--- src/rtl/grf_wport_arbiter.sv ---
// Single GRF write-port arbiter: pipeline write-back wins, MDU results queue in an
// in-order FIFO, and a per-register scoreboard stalls decode on pending MDU writes.
module grf_wport_arbiter #(
  parameter int DEPTH = 2
) (
  input  logic        Clk,
  input  logic        Reset,
  input  logic        Wb_Valid,
  input  logic [4:0]  Wb_Addr,
  input  logic [31:0] Wb_Data,
  input  logic [31:0] Wb_Pc,
  input  logic        Mdu_Valid,
  output logic        Mdu_Ready,
  input  logic [4:0]  Mdu_Addr,
  input  logic [31:0] Mdu_Data,
  input  logic [31:0] Mdu_Pc,
  input  logic        Iss_Valid,
  input  logic [4:0]  Iss_Addr,
  input  logic [4:0]  Rs_Addr,
  input  logic        Rs_Use,
  input  logic [4:0]  Rt_Addr,
  input  logic        Rt_Use,
  output logic        Stall,
  output logic        Grf_We,
  output logic [4:0]  Grf_A3,
  output logic [31:0] Grf_Wd,
  output logic [31:0] Grf_Pc,
  output logic        Waw_Err
);

  localparam int AW = $clog2(DEPTH);
  localparam int CW = AW + 1;

  logic [4:0]    fifo_addr [DEPTH];
  logic [31:0]   fifo_data [DEPTH];
  logic [31:0]   fifo_pc   [DEPTH];
  logic [AW-1:0] wr_ptr, rd_ptr;
  logic [CW-1:0] count;

  logic [31:0]   pending, pending_nxt;
  logic          src_mdu;

  logic          hs, push, pop, issue;
  logic          nxt_we, nxt_src;
  logic [4:0]    nxt_a3;
  logic [31:0]   nxt_wd, nxt_pc;

  assign Mdu_Ready = (count < CW'(DEPTH));
  assign hs        = Mdu_Valid & Mdu_Ready;

  assign Stall = (Rs_Use & pending[Rs_Addr]) |
                 (Rt_Use & pending[Rt_Addr]) |
                 (Iss_Valid & pending[Iss_Addr]);

  assign issue = Iss_Valid & ~Stall & (Iss_Addr != 5'd0);

  // Arbitration: write-back first, then the FIFO head, then an MDU bypass.
  always_comb begin
    // NOTE: every comb output gets a default first so no path can infer a latch.
    push    = 1'b0;
    pop     = 1'b0;
    nxt_we  = 1'b0;
    nxt_src = 1'b0;
    nxt_a3  = Grf_A3;
    nxt_wd  = Grf_Wd;
    nxt_pc  = Grf_Pc;
    if (Wb_Valid) begin
      nxt_we = 1'b1;
      nxt_a3 = Wb_Addr;
      nxt_wd = Wb_Data;
      nxt_pc = Wb_Pc;
      push   = hs;
    end else if (count != '0) begin
      nxt_we  = 1'b1;
      nxt_src = 1'b1;
      nxt_a3  = fifo_addr[rd_ptr];
      nxt_wd  = fifo_data[rd_ptr];
      nxt_pc  = fifo_pc[rd_ptr];
      pop     = 1'b1;
      push    = hs;
    end else if (hs) begin
      nxt_we  = 1'b1;
      nxt_src = 1'b1;
      nxt_a3  = Mdu_Addr;
      nxt_wd  = Mdu_Data;
      nxt_pc  = Mdu_Pc;
    end
  end

  // Clear comes from the committing MDU write; a same-edge issue to that register wins.
  always_comb begin
    pending_nxt = pending;
    if (Grf_We && src_mdu) pending_nxt[Grf_A3] = 1'b0;
    if (issue) pending_nxt[Iss_Addr] = 1'b1;
    pending_nxt[0] = 1'b0;
  end

  // NOTE: state uses non-blocking assignments so all registers sample pre-edge values.
  always_ff @(posedge Clk or negedge Reset) begin
    if (!Reset) begin
      Grf_We  <= 1'b0;
      Grf_A3  <= 5'd0;
      Grf_Wd  <= 32'd0;
      Grf_Pc  <= 32'd0;
      src_mdu <= 1'b0;
    end else begin
      Grf_We  <= nxt_we;
      Grf_A3  <= nxt_a3;
      Grf_Wd  <= nxt_wd;
      Grf_Pc  <= nxt_pc;
      src_mdu <= nxt_src;
    end
  end

  always_ff @(posedge Clk or negedge Reset) begin
    if (!Reset) begin
      wr_ptr <= '0;
      rd_ptr <= '0;
      count  <= '0;
    end else begin
      if (push) wr_ptr <= wr_ptr + AW'(1);
      if (pop)  rd_ptr <= rd_ptr + AW'(1);
      case ({push, pop})
        2'b10:   count <= count + CW'(1);
        2'b01:   count <= count - CW'(1);
        default: count <= count;
      endcase
    end
  end

  // NOTE: storage is not reset; count alone decides which entries are valid.
  always_ff @(posedge Clk) begin
    if (push) begin
      fifo_addr[wr_ptr] <= Mdu_Addr;
      fifo_data[wr_ptr] <= Mdu_Data;
      fifo_pc[wr_ptr]   <= Mdu_Pc;
    end
  end

  always_ff @(posedge Clk or negedge Reset) begin
    if (!Reset) begin
      pending <= '0;
      Waw_Err <= 1'b0;
    end else begin
      pending <= pending_nxt;
      if (Wb_Valid && (Wb_Addr != 5'd0) && pending[Wb_Addr]) Waw_Err <= 1'b1;
    end
  end

endmodule
--- config.mk ---
export PLATFORM = sky130hd
export DESIGN_NAME = grf_wport_arbiter
export DESIGN_NICKNAME = d
export VERILOG_FILES = /design/src/rtl/grf_wport_arbiter.sv
export SDC_FILE = /design/constraint.sdc
export NUM_CORES = 1
export LEC_CHECK = 0
export CAP_MARGIN = 10
export CORE_UTILIZATION = 50
export DETAILED_ROUTE_END_ITERATION = 6
export PLACE_DENSITY = 0.78
export SLEW_MARGIN = 5
export SYNTH_ARGS = -nofsm -noshare
export SYNTH_HDL_FRONTEND = slang
export SYNTH_SLANG_ARGS = --single-unit
--- constraint.sdc ---
create_clock -name Clk -period 5.4 [get_ports Clk]
set_input_delay 1.08 -clock Clk [delete_from_list [all_inputs] [get_ports Clk]]
set_output_delay 1.08 -clock Clk [all_outputs]
set_load 0.03 [all_outputs]
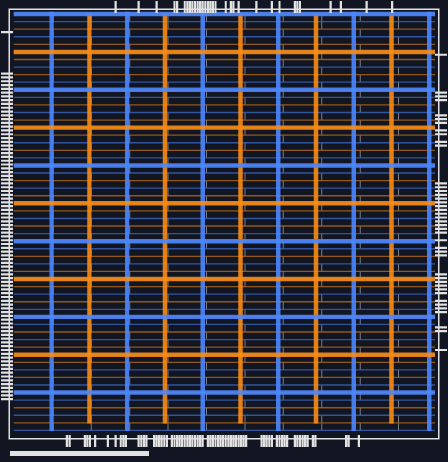
Fig. 1. PDN straps and rails (run 1).
Bar = 50 um. Pins as bars on the die edge. Tap cells in grey.
VDD -> orange
VSS -> blue
tap cells = 285
met5 straps = 11
core area: 22600 um^2
overall die height: 154 um
Die Span X: 154 um
highest ir drop seen on vdd: 0.000289 V

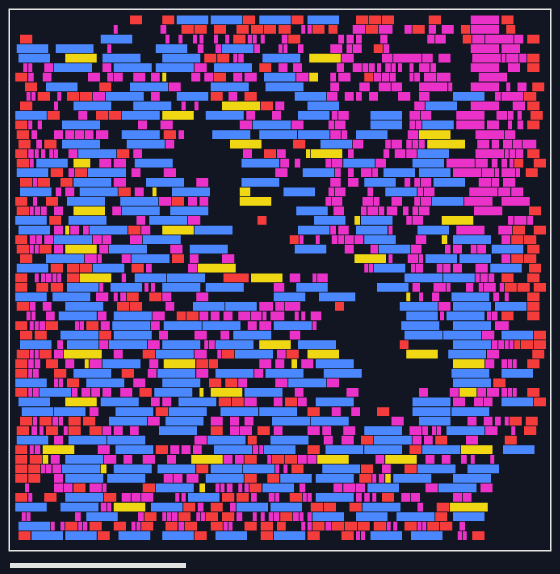
Fig. 2. Placed cells, one colour a class (run 1).
Bar = 50 um.
combinational and other logic -> magenta  # cells 620, share of their area 30%
clock drivers and dummy loads -> yellow  # cells 50, share of their area 6.4%
flops -> blue  # cells 245, share of their area 47%
other buffers and delay cells -> red  # cells 245, share of their area 17%
FP Rows: 55
fin area: 14900 um^2
final core utilization: 65.9%
sequential cell area share: 45.7%

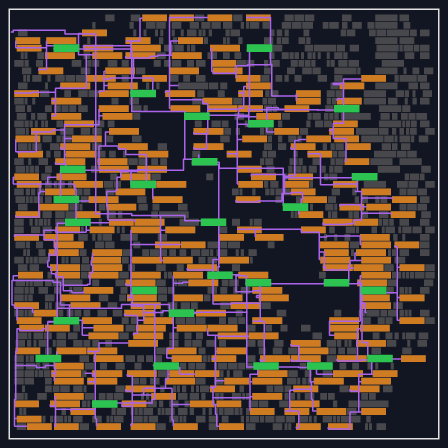
Fig. 3. Clock network drawn from the DEF (run 1).
clock wires -> purple  # length 2950 um
flip-flops -> orange  # count 245
clock drivers -> green  # count 27
routed clock nets = 28
clock share of power: 26.2%
latest clock arrival within the worst-skew pair: 0.53 ns
clock skew: 0.00910 ns

==> impl.org, run 1 <==
* Flow results

** Outcome
- The run finished with clean final reports.

** Worst hold path
- Worst hold stages :: 1
- Worst min-delay path category :: reg -> reg

** Power and ir drop
- Static Leakage :: 5.50 nW
- Fraction of power spent switching nets :: 35.5%
- In this run, power in the clock network comes to 1.92 mW.
- The flow reported a cell area power density of 492 nW/um^2.
- The flow reports that combinational logic draws 33.6% of the design power.

** Logic synthesis
- Syn Std Cell Area :: 11500 um^2
- Yosys chip area :: 11500 um^2
- The number of cells reported by Yosys stat comes to 942.
- The commonest register cell is edfxtp_1.
- The warning tally printed by Yosys for this design is 0.
- In this run, the synthesized area fraction spent on AND-OR/OR-AND gates is recorded as 12.7%.
- Area share of the leading cell type in the synthesized netlist :: 36.0%
- Synth top cells by count :: nor2_1 (144), edfxtp_1 (138), dfrtp_1 (107), mux2i_1 (89), a21oi_1 (69)

** Placed design
- Post-DP HPWL :: 19700 um
- Before CTS, the worst setup slack after placement is 0.429 ns.

** Route
- Dividing the detail-routed wire length by the instance count gives 21.1 um.
- The detail route stage leaves a number of antenna-violating nets equal to 0.
- Met2 wire len :: 14400 um
- Top layer reached by signal wires :: met5
- Vias per std cell :: 5.94

** Layout
- The count of cells in the finished layout, fillers not included, comes to 1446.
- By area, sequential cells come first.
- Comb/total area :: 29.3%
- Buffers outside the clock class :: 245
- Antenna diode count :: 1
- The finished design was reported to have a net count of 1300.
- After layout the clock buffers and inverters come to 6.24% of cell area.

** Setup path
- Total stage count of the critical path :: 7
- Endpoint of the most critical register-to-register path :: Grf_Wd[30]
- Worst-path fanout max :: 32
- At the worst endpoint, the arrival time is 3.90 ns.
- Crit start category :: primary input

** Floorplanning
- In the floorplan report the effective utilization is 50.9%.
- Per the OpenROAD floorplan log, the area of the die is 23600 um^2.

** Clock tree
- Looking at the post-CTS report, the setup buffer insertion count equals 0.
- In this run the clock root is driven by a clkbuf_16.
- Number of CTS-inserted buffers :: 27
- Maximum buffer depth of the clock tree :: 3

** Timing
- Worst slew slack as a fraction of its limit :: 32.0%
- Max Freq :: 201 MHz
- Post-route period utilization is reported as 92.3%.

** Run
- The logs give a warning total of 26.
- Per the run summary, max-cap violations total 0.

** Global route
- Via count of the first global-routing pass :: 8737
- The number of antenna violations at the first check in global routing is 3.
- Met2 track demand over resource in global routing :: 41.7%
- Busiest grt layer :: met2
Fig. 4: run 1, signal wires by layer
Bar = 50 um. Two of the layers only.
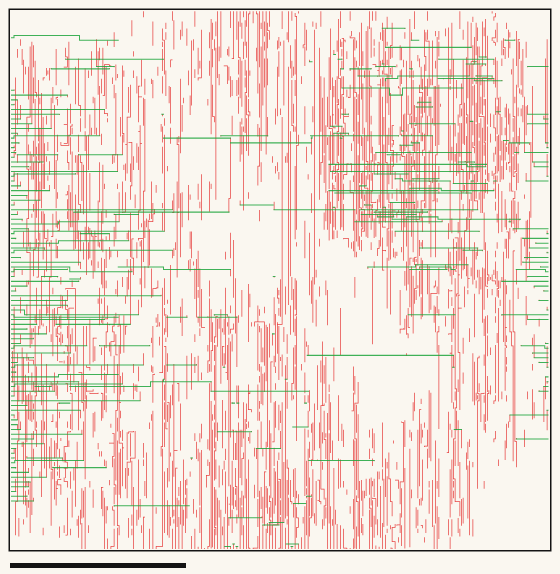

==> inputs of run 2 (changes only) <==
--- a/config.mk
+++ b/config.mk
@@ -7,6 +7,7 @@
 export LEC_CHECK = 0
 export CAP_MARGIN = 10
 export CORE_UTILIZATION = 50
+export CTS_CLUSTER_DIAMETER = 100
 export DETAILED_ROUTE_END_ITERATION = 6
 export PLACE_DENSITY = 0.78
 export SLEW_MARGIN = 5
==> constraint.sdc (replaced) <==
create_clock -name Clk -period 6 [get_ports Clk]
set_input_delay 1.2 -clock Clk [delete_from_list [all_inputs] [get_ports Clk]]
set_output_delay 1.2 -clock Clk [all_outputs]
set_load 0.03 [all_outputs]
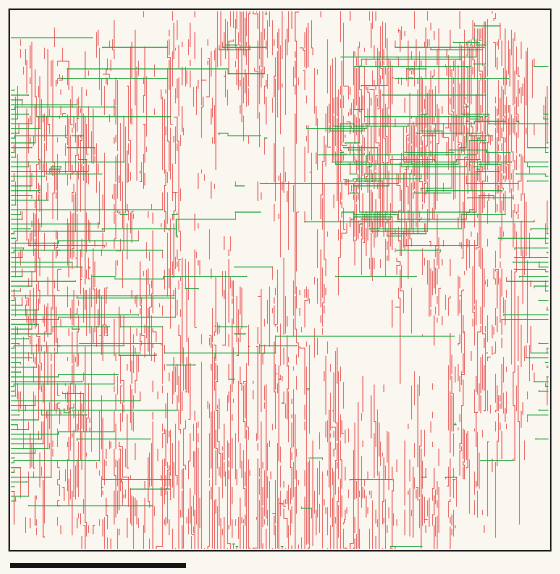
Fig. 5. Signal wires by layer (run 2).
Bar = 50 um. Two of the layers only.
metal 2 -> red  # wire length 14400 um
metal 3 -> green  # wire length 3110 um
Total Routed Length: 30800 um
via count: 8653
final routed wire length divided by cell count: 21.3 um
all-layer global routing usage: 26.2%

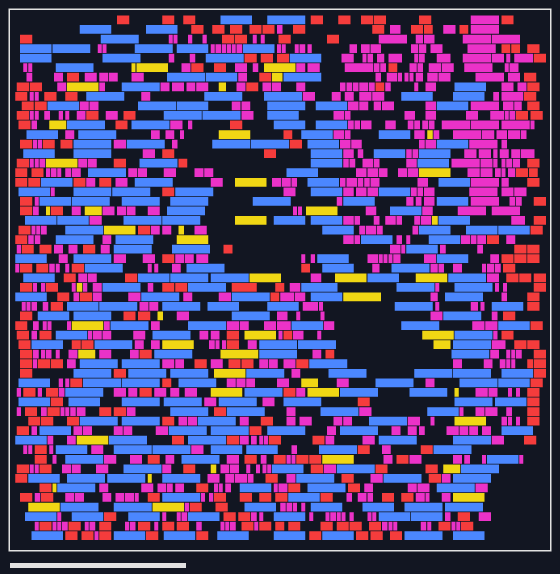
Fig. 6. Placed cells, one colour a class (run 2).
Bar = 50 um.
other buffers and delay cells -> red  # cells 249, share of their area 17%
flops -> blue  # cells 245, share of their area 47%
combinational and other logic -> magenta  # cells 620, share of their area 30%
clock drivers and dummy loads -> yellow  # cells 48, share of their area 6.1%
sequential cell area share: 45.8%
final core utilization: 65.8%

==> run 2 against run 1 <==
Non-clock buffer count rose by 4. Area after synthesis did not move. Critical path type unchanged. Largest power group unchanged. Largest cell class unchanged. Combinational power fell by 8.9%. Wire length rose by 0.72%. Flip-flop count did not move. Clock power fell by 15%. Worst setup slack got worse by 0.061 ns. Via count rose by 0.75%. Power fell by 11%. Highest routed layer unchanged. Clock skew rose by 0.00076 ns.
==> impl.org, run 2 <==
* Flow results

** Worst hold path
- Worst hold stages :: 1
- STA reports the tightest min-delay check as being of type reg -> reg.

** Clock tree
- Per the repair_timing log after CTS, setup buffers inserted total 0.
- For the worst-skew pair, the clock arrives at the later sink with an insertion delay of 0.52 ns.
- Number of CTS-inserted buffers :: 26

** Route
- Vias per std cell :: 5.98
- Antenna Violating Nets Remaining :: 0
- Met2 wire len :: 14400 um

** Logic synthesis
- Summing the areas of all compound-gate instances in the mapped netlist gives 12.7% of the synthesized area.
- For this design, Yosys synthesis ends with a cell count of 942.
- The stat command in Yosys gives a chip area of 11500 um^2.
- Counting instances in the post-synthesis netlist gives the leading cell types as nor2_1 (144), edfxtp_1 (138), dfrtp_1 (107), mux2i_1 (89), a21oi_1 (69).
- The most used flip-flop cell after synthesis is edfxtp_1.

** Run
- The tool flagged a number of max-cap violations equal to 0.
- Tool warning count :: 26

** Layout
- The finished design was reported to have a net count of 1303.
- Buffers outside the clock class :: 249
- Measured on the final layout, the clock distribution area share stands at 5.92%.
- Final standard cell count with taps included and fillers excluded :: 1447
- The fraction of cell area in multi-input combinational cells is reported as 29.4%.
- Antenna diode count :: 0

** Setup path
- Endpoint of the most critical register-to-register path :: pending[6]
- The worst setup path is launched from a primary input.

** Outcome
- The run finished with clean final reports.

** Floorplanning
- The initial utilization of the core area, before any placement, comes to 50.9%.
- Overall die height :: 154 um
- The chip occupies 23600 um^2.

** Power and ir drop
- Logic pwr share :: 34.6%
- Looking at the VDD voltage map, the peak drop is 0.000339 V.
- Clock network power for this build is 1.63 mW.
- The script computed the net switching share of total power as 35.8%.

** Placed design
- Post-DP HPWL :: 19900 um

** Global route
- Via count of the first global-routing pass :: 8776

** Timing
- Clock skew :: 0.00986 ns
==> inputs of run 3 (changes only) <==
--- a/config.mk
+++ b/config.mk
@@ -10,7 +10,8 @@
 export CTS_CLUSTER_DIAMETER = 100
 export DETAILED_ROUTE_END_ITERATION = 6
 export PLACE_DENSITY = 0.78
-export SLEW_MARGIN = 5
+export SKIP_LAST_GASP = 1
+export SLEW_MARGIN = 0
 export SYNTH_ARGS = -nofsm -noshare
 export SYNTH_HDL_FRONTEND = slang
 export SYNTH_SLANG_ARGS = --single-unit
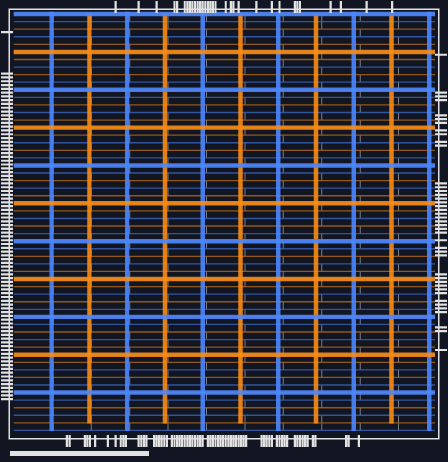
Fig. 7. PDN straps and rails (run 3).
Bar = 50 um. Pins as bars on the die edge. Tap cells in grey.
VSS -> blue
VDD -> orange
tap cells = 285
met5 straps = 11
met4 straps = 11
signal pins = 233
highest ir drop seen on vdd: 0.000339 V

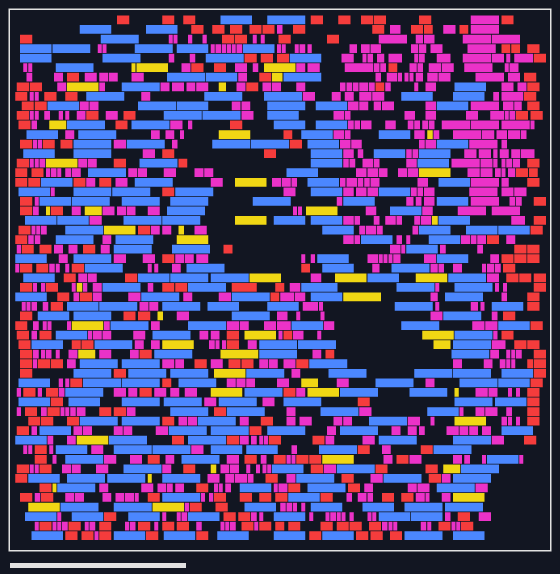
Fig. 8. Placed cells, one colour a class (run 3).
Bar = 50 um.
flops -> blue  # cells 245, share of their area 47%
other buffers and delay cells -> red  # cells 249, share of their area 17%
combinational and other logic -> magenta  # cells 620, share of their area 30%
clock drivers and dummy loads -> yellow  # cells 48, share of their area 6.1%
fin area: 14900 um^2

==> run 3 against run 2 <==
Via count is the same. Global-route usage is the same. Critical endpoint unchanged. Synthesized cell count is the same.
==> impl.org, run 3 <==
* Flow results

** Placed design
- Post-DP HPWL :: 19900 um

** Floorplanning
- In this run the core area contains 55 standard-cell rows.
- Before placement the cells fill 50.9% of the core.
- Die Area :: 23600 um^2
- Die Span X :: 154 um

** Layout
- Clock-cell share of area :: 5.92%
- Across the whole layout, multi-input logic makes up 29.4% of the cell area.
- Sequential cell area share :: 45.8%
- Antenna diode count :: 0

** Setup path
- Total stage count of the critical path :: 7
- For the worst setup path, the data arrival time is 4.44 ns.

** Logic synthesis
- The share of synthesized area in the top cell type comes to 36.0%.
- Summing every instance area after synthesis gives 11500 um^2.
- Post-synthesis cell count from yosys :: 942
- In the synthesized netlist the dominant register cell turns out to be edfxtp_1.
- According to the Yosys statistics, the synthesized design has a chip area of 11500 um^2.
- Yosys warnings :: 0

** Clock tree
- The tree is rooted in a clkbuf_16.

** Timing
- Worst slew slack as a fraction of its limit :: 33.5%
- The final timing report lists clock skew as 0.00986 ns.

** Outcome
- The run finished with clean final reports.

** Route
- The detailed router reports a met2 wire length of 14400 um.
- After detailed routing, the number of vias per cell comes to 5.98.
- Per the detailed-route log, wirelength across all metal layers totals 30800 um.
- Nets still carrying antenna violations after routing amount to 0.

** Power and ir drop
- The leakage component of the power was reported as 5.51 nW.

** Global route
- Busiest grt layer :: met2
- For this run, the total global-route usage over all layers was measured as 26.2%.
Power is estimated from default activity; no workload was simulated.
